Run 1, M1 wires:
The bar under the picture is 20 um long.
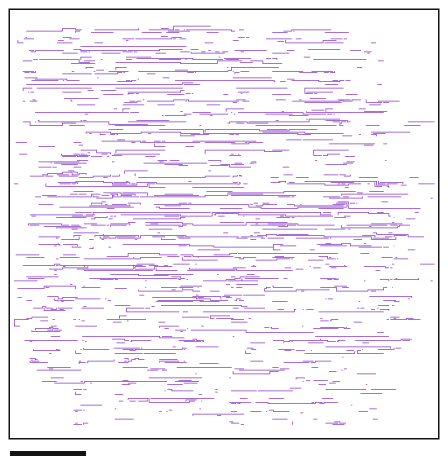
Run 1, M2 wires:
The bar under the picture is 20 um long. Cells faint in the background.
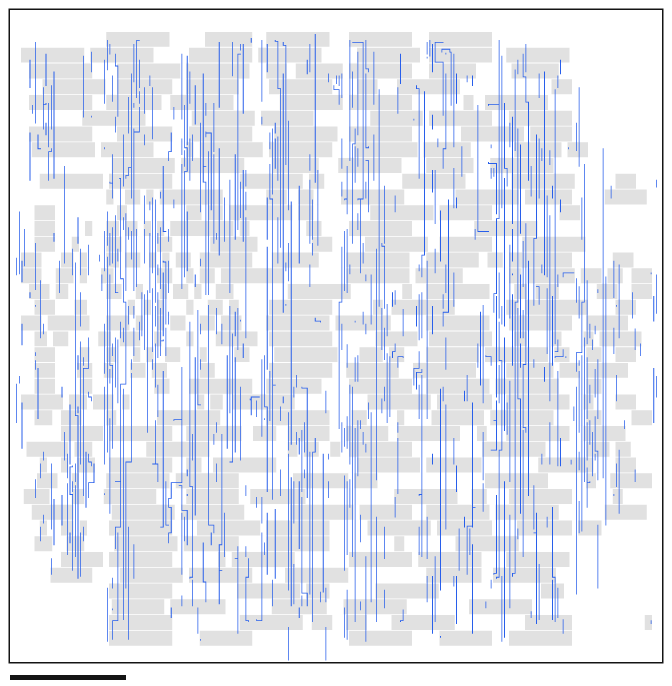
Run 1, signal wires on met3:
The bar under the picture is 20 um long. Cells faint in the background.
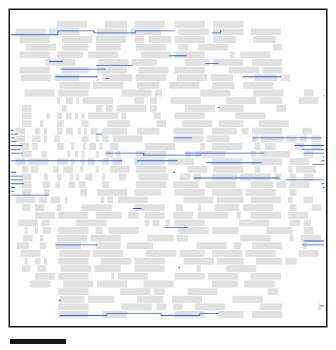
===== src/rtl/sync_ram_dp.sv =====
// Simple-dual-port synchronous RAM with post-reset zero-fill, selectable read-during-write and optional output register.
// Optional per-word even parity with error injection when SYNC_RAM_PARITY_EN is defined.
module sync_ram_dp #(
    parameter int WORD_SIZE    = 8,
    parameter int ADDRESS_SIZE = 4,
    parameter int RDW_MODE     = 0,
    parameter int OUT_REG      = 0
) (
    input  logic                    CLK,
    input  logic                    RST,
    input  logic                    WE,
    input  logic [ADDRESS_SIZE-1:0] WADDR,
    input  logic [WORD_SIZE-1:0]    DIN,
    input  logic                    RE,
    input  logic [ADDRESS_SIZE-1:0] RADDR,
    output logic [WORD_SIZE-1:0]    DOUT,
    output logic                    RVALID,
    output logic                    READY,
    output logic                    PERR,
    input  logic                    PERR_INJ
);

    localparam int DEPTH = 1 << ADDRESS_SIZE;

    typedef enum logic {INIT, RUN} state_t;

    state_t                  state, state_nxt;
    logic [ADDRESS_SIZE-1:0] init_cnt;
    logic                    ready;

    logic                    wr_en;
    logic [ADDRESS_SIZE-1:0] wr_addr;
    logic [WORD_SIZE-1:0]    wr_data;
    logic                    rd_en;
    logic                    bypass;
    logic [WORD_SIZE-1:0]    rd_data;
    logic                    rd_perr;

    logic [WORD_SIZE-1:0]    mem [DEPTH];

    logic                    s1_valid;
    logic [WORD_SIZE-1:0]    s1_data;
    logic                    s1_perr;

    always_ff @(posedge CLK) begin
        if (RST) begin
            state    <= INIT;
            init_cnt <= '0;
        end else begin
            state <= state_nxt;
            if (state == INIT) init_cnt <= init_cnt + 1'b1;
        end
    end

    always_comb begin
        state_nxt = state;
        ready     = 1'b0;
        case (state)
            INIT: if (init_cnt == '1) state_nxt = RUN;
            RUN:  ready = 1'b1;
            default: state_nxt = INIT;
        endcase
    end

    assign READY = ready;

    // The zero-fill sequencer owns the write port until READY rises.
    always_comb begin
        wr_en   = 1'b0;
        wr_addr = WADDR;
        wr_data = DIN;
        if (!RST) begin
            if (state == INIT) begin
                wr_en   = 1'b1;
                wr_addr = init_cnt;
                wr_data = '0;
            end else if (WE) begin
                wr_en = 1'b1;
            end
        end
    end

    always_ff @(posedge CLK) begin
        if (wr_en) mem[wr_addr] <= wr_data;
    end

    assign rd_en   = ready && RE && !RST;
    assign bypass  = (RDW_MODE != 0) && WE && (WADDR == RADDR);
    assign rd_data = bypass ? DIN : mem[RADDR];

`ifdef SYNC_RAM_PARITY_EN
    logic mem_p [DEPTH];
    logic wr_par;

    assign wr_par = (state == INIT) ? 1'b0 : ((^DIN) ^ PERR_INJ);

    always_ff @(posedge CLK) begin
        if (wr_en) mem_p[wr_addr] <= wr_par;
    end

    // Bypassed data carries freshly computed parity, so it cannot mismatch.
    assign rd_perr = bypass ? 1'b0 : ((^mem[RADDR]) ^ mem_p[RADDR]);
`else
    logic unused_perr_inj;
    assign unused_perr_inj = PERR_INJ;
    assign rd_perr         = 1'b0;
`endif

    always_ff @(posedge CLK) begin
        if (RST) begin
            s1_valid <= 1'b0;
            s1_data  <= '0;
            s1_perr  <= 1'b0;
        end else begin
            s1_valid <= rd_en;
            s1_perr  <= rd_en && rd_perr;
            if (rd_en) s1_data <= rd_data;
        end
    end

    generate
        if (OUT_REG != 0) begin : g_out_reg
            logic                 s2_valid;
            logic [WORD_SIZE-1:0] s2_data;
            logic                 s2_perr;

            always_ff @(posedge CLK) begin
                if (RST) begin
                    s2_valid <= 1'b0;
                    s2_data  <= '0;
                    s2_perr  <= 1'b0;
                end else begin
                    s2_valid <= s1_valid;
                    s2_perr  <= s1_valid && s1_perr;
                    if (s1_valid) s2_data <= s1_data;
                end
            end

            assign DOUT   = s2_data;
            assign RVALID = s2_valid;
            assign PERR   = s2_perr;
        end else begin : g_no_out_reg
            assign DOUT   = s1_data;
            assign RVALID = s1_valid;
            assign PERR   = s1_perr;
        end
    endgenerate

endmodule


===== config.mk =====
export PLATFORM = sky130hd
export DESIGN_NAME = sync_ram_dp
export DESIGN_NICKNAME = d
export VERILOG_FILES = /design/src/rtl/sync_ram_dp.sv
export SDC_FILE = /design/constraint.sdc
export NUM_CORES = 1
export LEC_CHECK = 0
export CAP_MARGIN = 0
export CELL_PAD_IN_SITES_DETAIL_PLACEMENT = 1
export CELL_PAD_IN_SITES_GLOBAL_PLACEMENT = 1
export CORE_MARGIN = 1
export CORE_UTILIZATION = 46
export CTS_CLUSTER_DIAMETER = 80
export DETAILED_ROUTE_END_ITERATION = 6
export HOLD_SLACK_MARGIN = 0.02
export PLACE_DENSITY_LB_ADDON = 0.1
export SYNTH_ARGS = -nofsm -noshare
export SYNTH_HDL_FRONTEND = slang
export SYNTH_SLANG_ARGS = --single-unit
export TNS_END_PERCENT = 50

===== constraint.sdc =====
create_clock -name CLK -period 2.4 [get_ports CLK]
set_input_delay 0.72 -clock CLK [delete_from_list [all_inputs] [get_ports CLK]]
set_output_delay 0.72 -clock CLK [all_outputs]
set_load 0.03 [all_outputs]

==> impl_metrics.tcl, run 1 <==
# flow metrics
set metrics [dict create \
    ys_types 32 \
    relSlewSlack 0.2549 \
    setup.worst_path.class "input port to flip-flop" \
    drv_cap 0 \
    crit_path_max_fanout 16 \
    h-tree-depth 4 \
    reg2regPathDepth 3 \
    area_growth_syn_to_layout_pct 21.38 \
    end_kind "flip-flop" \
    cts_num_sinks 142 \
    crit_buf_inv 2 \
    synthAoiAreaFrac 0.02517 \
    largest_register_ffs 128 \
    grt.total_usage 0.1996 \
    cp.arrival_ns 2.29 \
    cp_num_cells 4 \
    cts_max_path_buffers 2 \
    flop_area_um2 4124 \
    r2r_end "mem[4][2]" \
    grt_start_max_net_pins 24 \
    tapCellCount 143 \
    ys_cells 285 \
    buffers 58 \
    postSynthSeqShare 0.7341 \
    tightest_slew_ns 1.115 \
    status "completed" \
    power.density_nw_per_um2 787.0 \
    dominant_cells "registers" \
    inv_count 2 \
    fin_hold_ws_ns 0.5049 \
    ys_sh_simple 0.04276 \
    flops 142 \
]
-- 'M1 wires' (at the start) --
wire length on this layer: 4,880 um
main direction: horizontal
share of all routed wire: 44%
nets with wire on the layer: 346
longest straight run: 40.9 um
met1 Usage GRT: 0.2507
via count: 2,806
Detailed Route WL: 11,200 um

-- 'M2 wires' (at the start) --
main direction: vertical
nets with wire on the layer: 329
longest straight run: 56.8 um
global routing usage on met2: 0.3292

-- 'signal wires on met3' (at the start) --
share of all routed wire: 4.7%
wire length on this layer: 525 um
nets with wire on the layer: 44
longest straight run: 39.3 um
main direction: horizontal
met3 usage: 0.05022

## run 1: Yosys cell counts (all sizes together)
cell      n
mux4     32
nor2     24
a21oi     2
nor3b     2
nand3b    1
dfxtp    14
a31oi     5
nand2b    1
mux2      9
o21ai     8
clkbuf    3
xor2      2
buf      10
nor2b    10
edfxtp  128
a22oi     8
or2       1
and3b     1
inv       2
xnor2     1
nand2     6
ha        1
nor3      1
conb      1
nand3     1
nand4b    1
mux2i    10
## run 1: cell usage in the layout, fill, tap and decap left out, drive strengths merged, types with 3 or more instances in the layout
cell	count
edfxtp	128
mux4	32
buf	30
clkdlybuf4s50	27
nor2	24
clkbuf	18
dfxtp	14
mux2i	10
nor2b	10
clkinv	10
mux2	9
a22oi	8
o21ai	8
nand2	6
a31oi	5
clkinvlp	3
## run 1: layer usage
| metal | up-vias | wire [um] | part of all wire |
|---|---|---|---|
| met1 | 1425 | 4884 | 0.44 |
| met4 | 0 | 172 | 0.015 |
| li1 | 1295 | - | - |
| met2 | 73 | 5623 | 0.50 |
| met3 | 13 | 524 | 0.047 |
| met5 | - | 0 | 0 |
## run 1: per-stage QoR
stage / TNS, ns / area [um2] / setup WS [ns]
global route: 0 / 6819 / 0.01883
global placement: -33.03 / 6286 / -0.2096
detailed placement: -53.33 / 6286 / -0.3210
CTS: 0 / 6817 / 0.1121
floorplan: 0 / 5618 / 0.02335
finish: 0 / 6819 / 0.1599
## run 1: power breakdown
group          switching, mW  leakage, nW  internal, mW
sequential            0.0139         1.29          2.73
clock                  0.924        0.258          1.40
combinational          0.154        0.796         0.143
total                   1.09         2.34          4.27
## run 1: repair_timing
item / in CTS / in global routing
endpoints found under the setup margin: 1 / 16
hold buffers: 0 / 0
cloned: 0 / 0
resized: 1 / 1
pin swaps: 0 / 0
==> run 1 -> run 2 <==
--- a/config.mk
+++ b/config.mk
@@ -9,7 +9,7 @@
 export CELL_PAD_IN_SITES_DETAIL_PLACEMENT = 1
 export CELL_PAD_IN_SITES_GLOBAL_PLACEMENT = 1
 export CORE_MARGIN = 1
-export CORE_UTILIZATION = 46
+export CORE_UTILIZATION = 50
 export CTS_CLUSTER_DIAMETER = 80
 export DETAILED_ROUTE_END_ITERATION = 6
 export HOLD_SLACK_MARGIN = 0.02
==> constraint.sdc (replaced) <==
create_clock -name CLK -period 2.3 [get_ports CLK]
set_input_delay 0.69 -clock CLK [delete_from_list [all_inputs] [get_ports CLK]]
set_output_delay 0.69 -clock CLK [all_outputs]
set_load 0.03 [all_outputs]
Run 2, cell area per tile:
The die is cut into 11 by 11 equal tiles; white is low, dark blue is high, 0 to 100% covered.
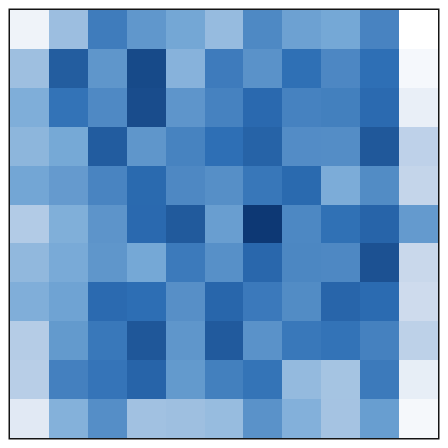
tiles over 75% full: 20%
mean over tiles: 58%
nearly empty tiles: 0.80%
fullest tile: 97%
CORE AREA: 10,890 um2
FP Util: 0.5160

Run 2, M1 wires:
The bar under the picture is 20 um long.
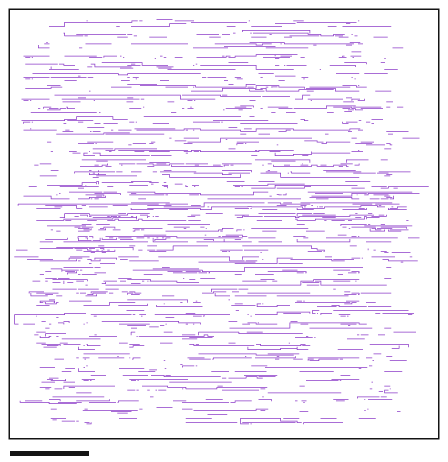
main direction: horizontal
wire length on this layer: 5,090 um
share of all routed wire: 43%
via count: 2,939
Detailed Route WL: 11,940 um

Run 2, M2 wires:
The bar under the picture is 20 um long. Cells faint in the background.
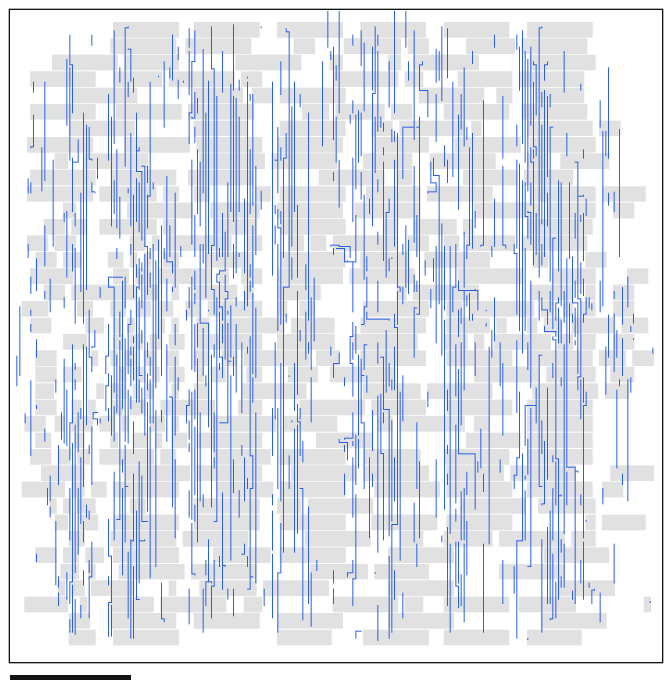
main direction: vertical
share of all routed wire: 52%
global routing usage on met2: 0.3858

==> run 2 against run 1 <==
Effect of this change:
- power up 9.4%
- sequential power up 4%
- clock-buffer cell count down 1
- clock power is 16% higher
- clock skew shrank 0.0078 ns
- non-clock buffer count is 7 higher
- largest cell class unchanged
- synthesized cell count unchanged
- setup slack got worse by 0.10 ns
- first-iteration DRC count down 2.1%
- sequential share of layout area down 0.99 points
- register-to-register slack worse by 0.10 ns
- highest routed layer unchanged
- critical path type unchanged
==> impl_metrics.tcl, run 2 <==
# flow metrics
set metrics [dict create \
    flops 142 \
    p_sw_mw 1.218 \
    tns_ns 0 \
    ys_cells 285 \
    inv_count 2 \
    grt.total_usage 0.2308 \
    end_kind "flip-flop" \
    async_reset_ff_frac 0 \
    place_area_um2 6322 \
    flop_area_um2 4124 \
    cts_max_path_buffers 2 \
    synthFlopType "edfxtp_1" \
    largest_register_ffs 128 \
    status "completed" \
    pwr-share-seq 0.488 \
    p_int_mw 4.653 \
    power.density_nw_per_um2 846.8 \
    edf_count 128 \
    synthTopCellsByCount "edfxtp_1, nor2_1, mux4_1" \
    postSynthSeqShare 0.7341 \
    comb_power_share 0.055 \
    buffers 65 \
    grt_start_max_net_pins 20 \
    cts_num_sinks 142 \
    dominant_cells "registers" \
    p_clk_frac 0.456 \
    finalWorstSetupSlack_ns 0.06003 \
]
==> run 2: cell count changes in the layout (fill, tap and decap cells not counted), sizes merged <==
cell           change
clkinv             -5
inv                +1
clkinvlp           +3
buf                +7
bufinv             +2
dlymetal6s2s       +4
clkbuf             -1
clkdlybuf4s50      -5
dlygate4sd2        +1
==> run 2: kinds of logic after synthesis <==
group	count (synthesis)	synth area share
DFF	142	0.7341
muxes	51	0.1755
and+or+nand+nor	49	0.04276
AOI/OAI and AO/OA	23	0.02517
buffers and inverters	15	0.01492
xor gates and xnor gates	3	0.004678
adders and majority gates	1	0.002227
other	1	0.0006675
==> run 2: timing repair <==
item | 4_1_cts | 5_1_grt
gates resized | 3 | 10
endpoints found under the hold margin | 0 | 0
endpoints found under the setup margin | 7 | 93
setup buffers | 0 | 0
==> run 2: metal layers <==
metal,wire [um],track usage
met5,0,0
met4,145,0.08513
met1,5088,0.2910
met3,539,0.06088
met2,6168,0.3858
==> run 2: final timing paths <==
check | endpoint | slack (ns) | cells past startpoint | start
max | mem[6][0] | 0.06 | 5 | RST
min | DOUT[0] | 0.51 | 2 | DOUT[0]
min reg2reg | DOUT[0] | 0.51 | 2 | DOUT[0]
max reg2reg | mem[6][0] | 0.25 | 4 | state
==> run 2: power groups by stage <==
stage / logic (mW) / registers, mW / clock network (mW)
after floorplan: 0.183 / 2.91 / 0
after global placement: 0.315 / 2.92 / 0
after detailed placement: 0.323 / 2.92 / 0
after CTS: 0.326 / 2.87 / 2.73
after global routing: 0.347 / 2.87 / 2.82
final: 0.323 / 2.87 / 2.68
==> run 2: critical path: cells and delay by family <==
family,cells,cell delay [ns]
buffers and inverters,3,0.84
AND/OR/NAND/NOR,2,0.86
==> run 2 -> run 3 <==
--- a/config.mk
+++ b/config.mk
@@ -5,6 +5,7 @@
 export SDC_FILE = /design/constraint.sdc
 export NUM_CORES = 1
 export LEC_CHECK = 0
+export ABC_CLOCK_PERIOD_IN_PS = 2300
 export CAP_MARGIN = 0
 export CELL_PAD_IN_SITES_DETAIL_PLACEMENT = 1
 export CELL_PAD_IN_SITES_GLOBAL_PLACEMENT = 1
@@ -13,7 +14,7 @@
 export CTS_CLUSTER_DIAMETER = 80
 export DETAILED_ROUTE_END_ITERATION = 6
 export HOLD_SLACK_MARGIN = 0.02
-export PLACE_DENSITY_LB_ADDON = 0.1
+export PLACE_DENSITY_LB_ADDON = 0.2
 export SYNTH_ARGS = -nofsm -noshare
 export SYNTH_HDL_FRONTEND = slang
 export SYNTH_SLANG_ARGS = --single-unit
Run 3, track usage over the die:
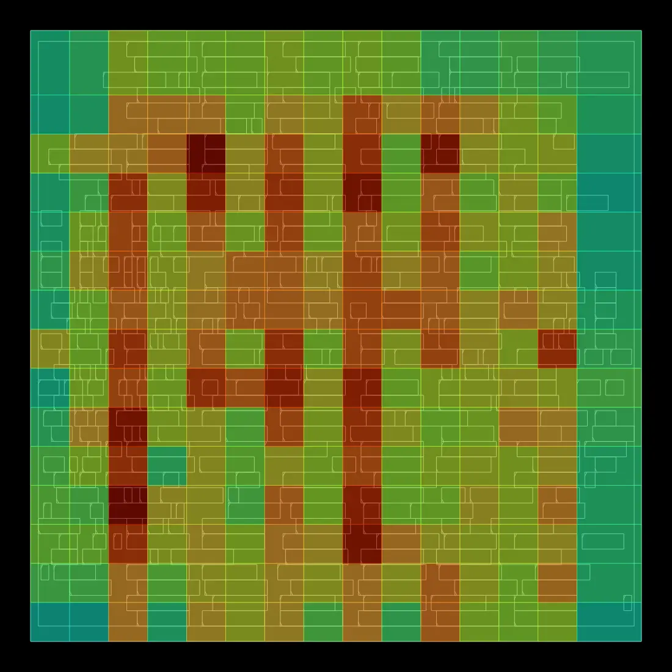
Total Routing Usage GR: 0.2369
GRT Max-Usage Layer: met2
Finished Core Util: 0.6286

Run 3, M2 wires:
The bar under the picture is 20 um long. Cells faint in the background.
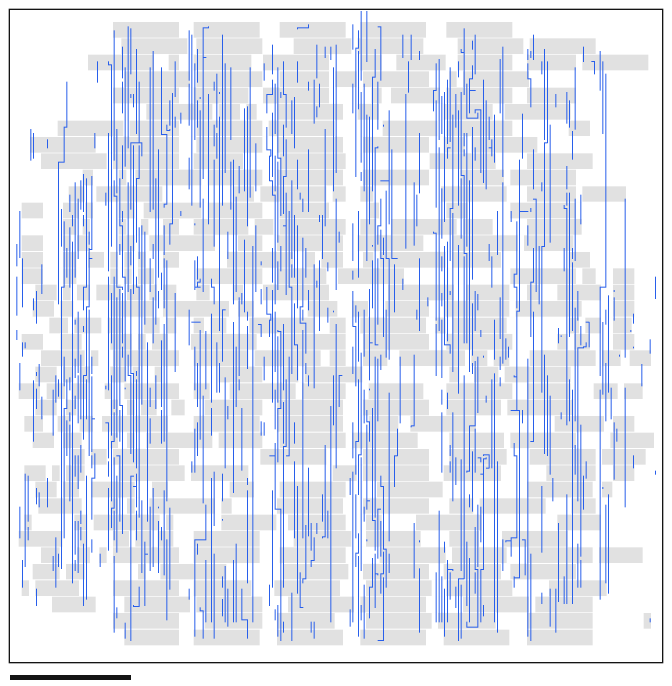
main direction: vertical
nets with wire on the layer: 343
share of all routed wire: 53%
global routing usage on met2: 0.4031
via count: 2,898

==> run 3 against run 2 <==
Effect of this change:
- flip-flop count is the same
- die area is the same
- power shrank 1.6%
- clock skew is essentially flat
- hold slack is essentially flat
- final cell count shrank 1.8%
- area after synthesis is the same
- clock-buffer cell count grew 5
==> impl_metrics.tcl, run 3 <==
# flow metrics
set metrics [dict create \
    worstHoldPathCells 2 \
    drv_cap 0 \
    fp_util 0.5160 \
    hold_end "DOUT[0]" \
    comb_power_share 0.054 \
    wl_met1_um 4959 \
    top_cell "edfxtp_1" \
    h-tree-depth 4 \
    flop_area_um2 4124 \
    cts_setup_buffers 0 \
    p_int_mw 4.580 \
    edf_count 128 \
    crit_buf_inv 1 \
    dr.max_layer_used "met4" \
    relSlewSlack 0.2537 \
    cts_hold_buf 0 \
    r2r_end "mem[6][4]" \
    p_comb_uw 313 \
    pwr-share-seq 0.497 \
    core_area_um2 10890 \
    area_growth_syn_to_layout_pct 21.83 \
    cp.arrival_ns 1.55 \
    p_clk_frac 0.449 \
    synthTopCellsByCount "edfxtp_1, nor2_1, mux4_1" \
    final_area_um2 6844 \
    p_clk_mw 2.59 \
    path_delay_family "buffers and inverters" \
    end_kind "output port" \
    power.density_nw_per_um2 843.7 \
    synthFlopType "edfxtp_1" \
    netSwitchingFraction 0.2068 \
    async_reset_ff_frac 0 \
    place_area_um2 6280 \
    status "completed" \
]
Run 3, M1 wires:
The bar under the picture is 20 um long.
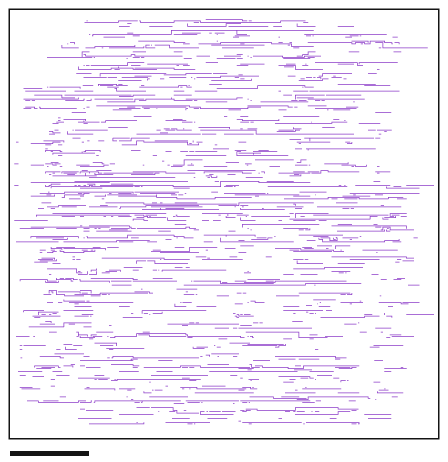
wire length on this layer: 4,960 um
main direction: horizontal
met1 Usage GRT: 0.2911
Detailed Route WL: 12,220 um

run 3: cell count changes in the layout (fill, tap and decap cells not counted), moves of 4 or more:
cell / delta
buf_4: -11
clkinvlp_4: -4
nor2_1: +4
nor2_2: -4
run 3: what timing repair did:
action | in CTS | in global routing
pin swaps | 0 | 0
endpoints found under the setup margin | 5 | 1
gates resized | 5 | 1
run 3: kinds of logic (layout without fill, tap and decap cells):
group | count (synthesis) | in the layout | synth area share
buffers and inverters | 15 | 90 | 0.01492
and+or+nand+nor | 49 | 49 | 0.04276
AOI/OAI and AO/OA | 23 | 23 | 0.02517
adders and majority gates | 1 | 1 | 0.002227
muxes | 51 | 51 | 0.1755
xor gates and xnor gates | 3 | 3 | 0.004678
DFF | 142 | 142 | 0.7341
other | 1 | 1 | 0.0006675
run 3: worst max-delay path by stage:
stage	start	to	slack, ns	cells after the start
6_report	DOUT[7]	DOUT[7]	0.06	1
5_1_grt	state	READY	0.001	1
3_3_place_gp	RST	mem[4][3]	-0.22	4
3_5_place_dp	RST	mem[4][6]	-0.40	4
4_1_cts	DOUT[4]	DOUT[4]	0.007	1
2_1_floorplan	RST	mem[1][0]	-0.05	5
run 3: layout make-up:
cell class | instances | share of cell area
well taps | 140 | 0.02559
repair buffers | 56 | 0.08172
inverters | 2 | 0.001097
clock buffers | 22 | 0.07075
clock inverters | 10 | 0.01225
flip-flops and latches | 142 | 0.6026
multi-input cells | 128 | 0.2060
run 3: metrics by stage:
step | std cells | TNS, ns | total power, mW
after floorplan | 285 | -2.360 | 3.098
after global placement | 468 | -41.68 | 3.221
after detailed placement | 468 | -67.31 | 3.241
after CTS | 500 | 0 | 5.823
after global routing | 500 | 0 | 5.934
final | 500 | 0 | 5.774
Power is estimated from default activity; no workload was simulated.
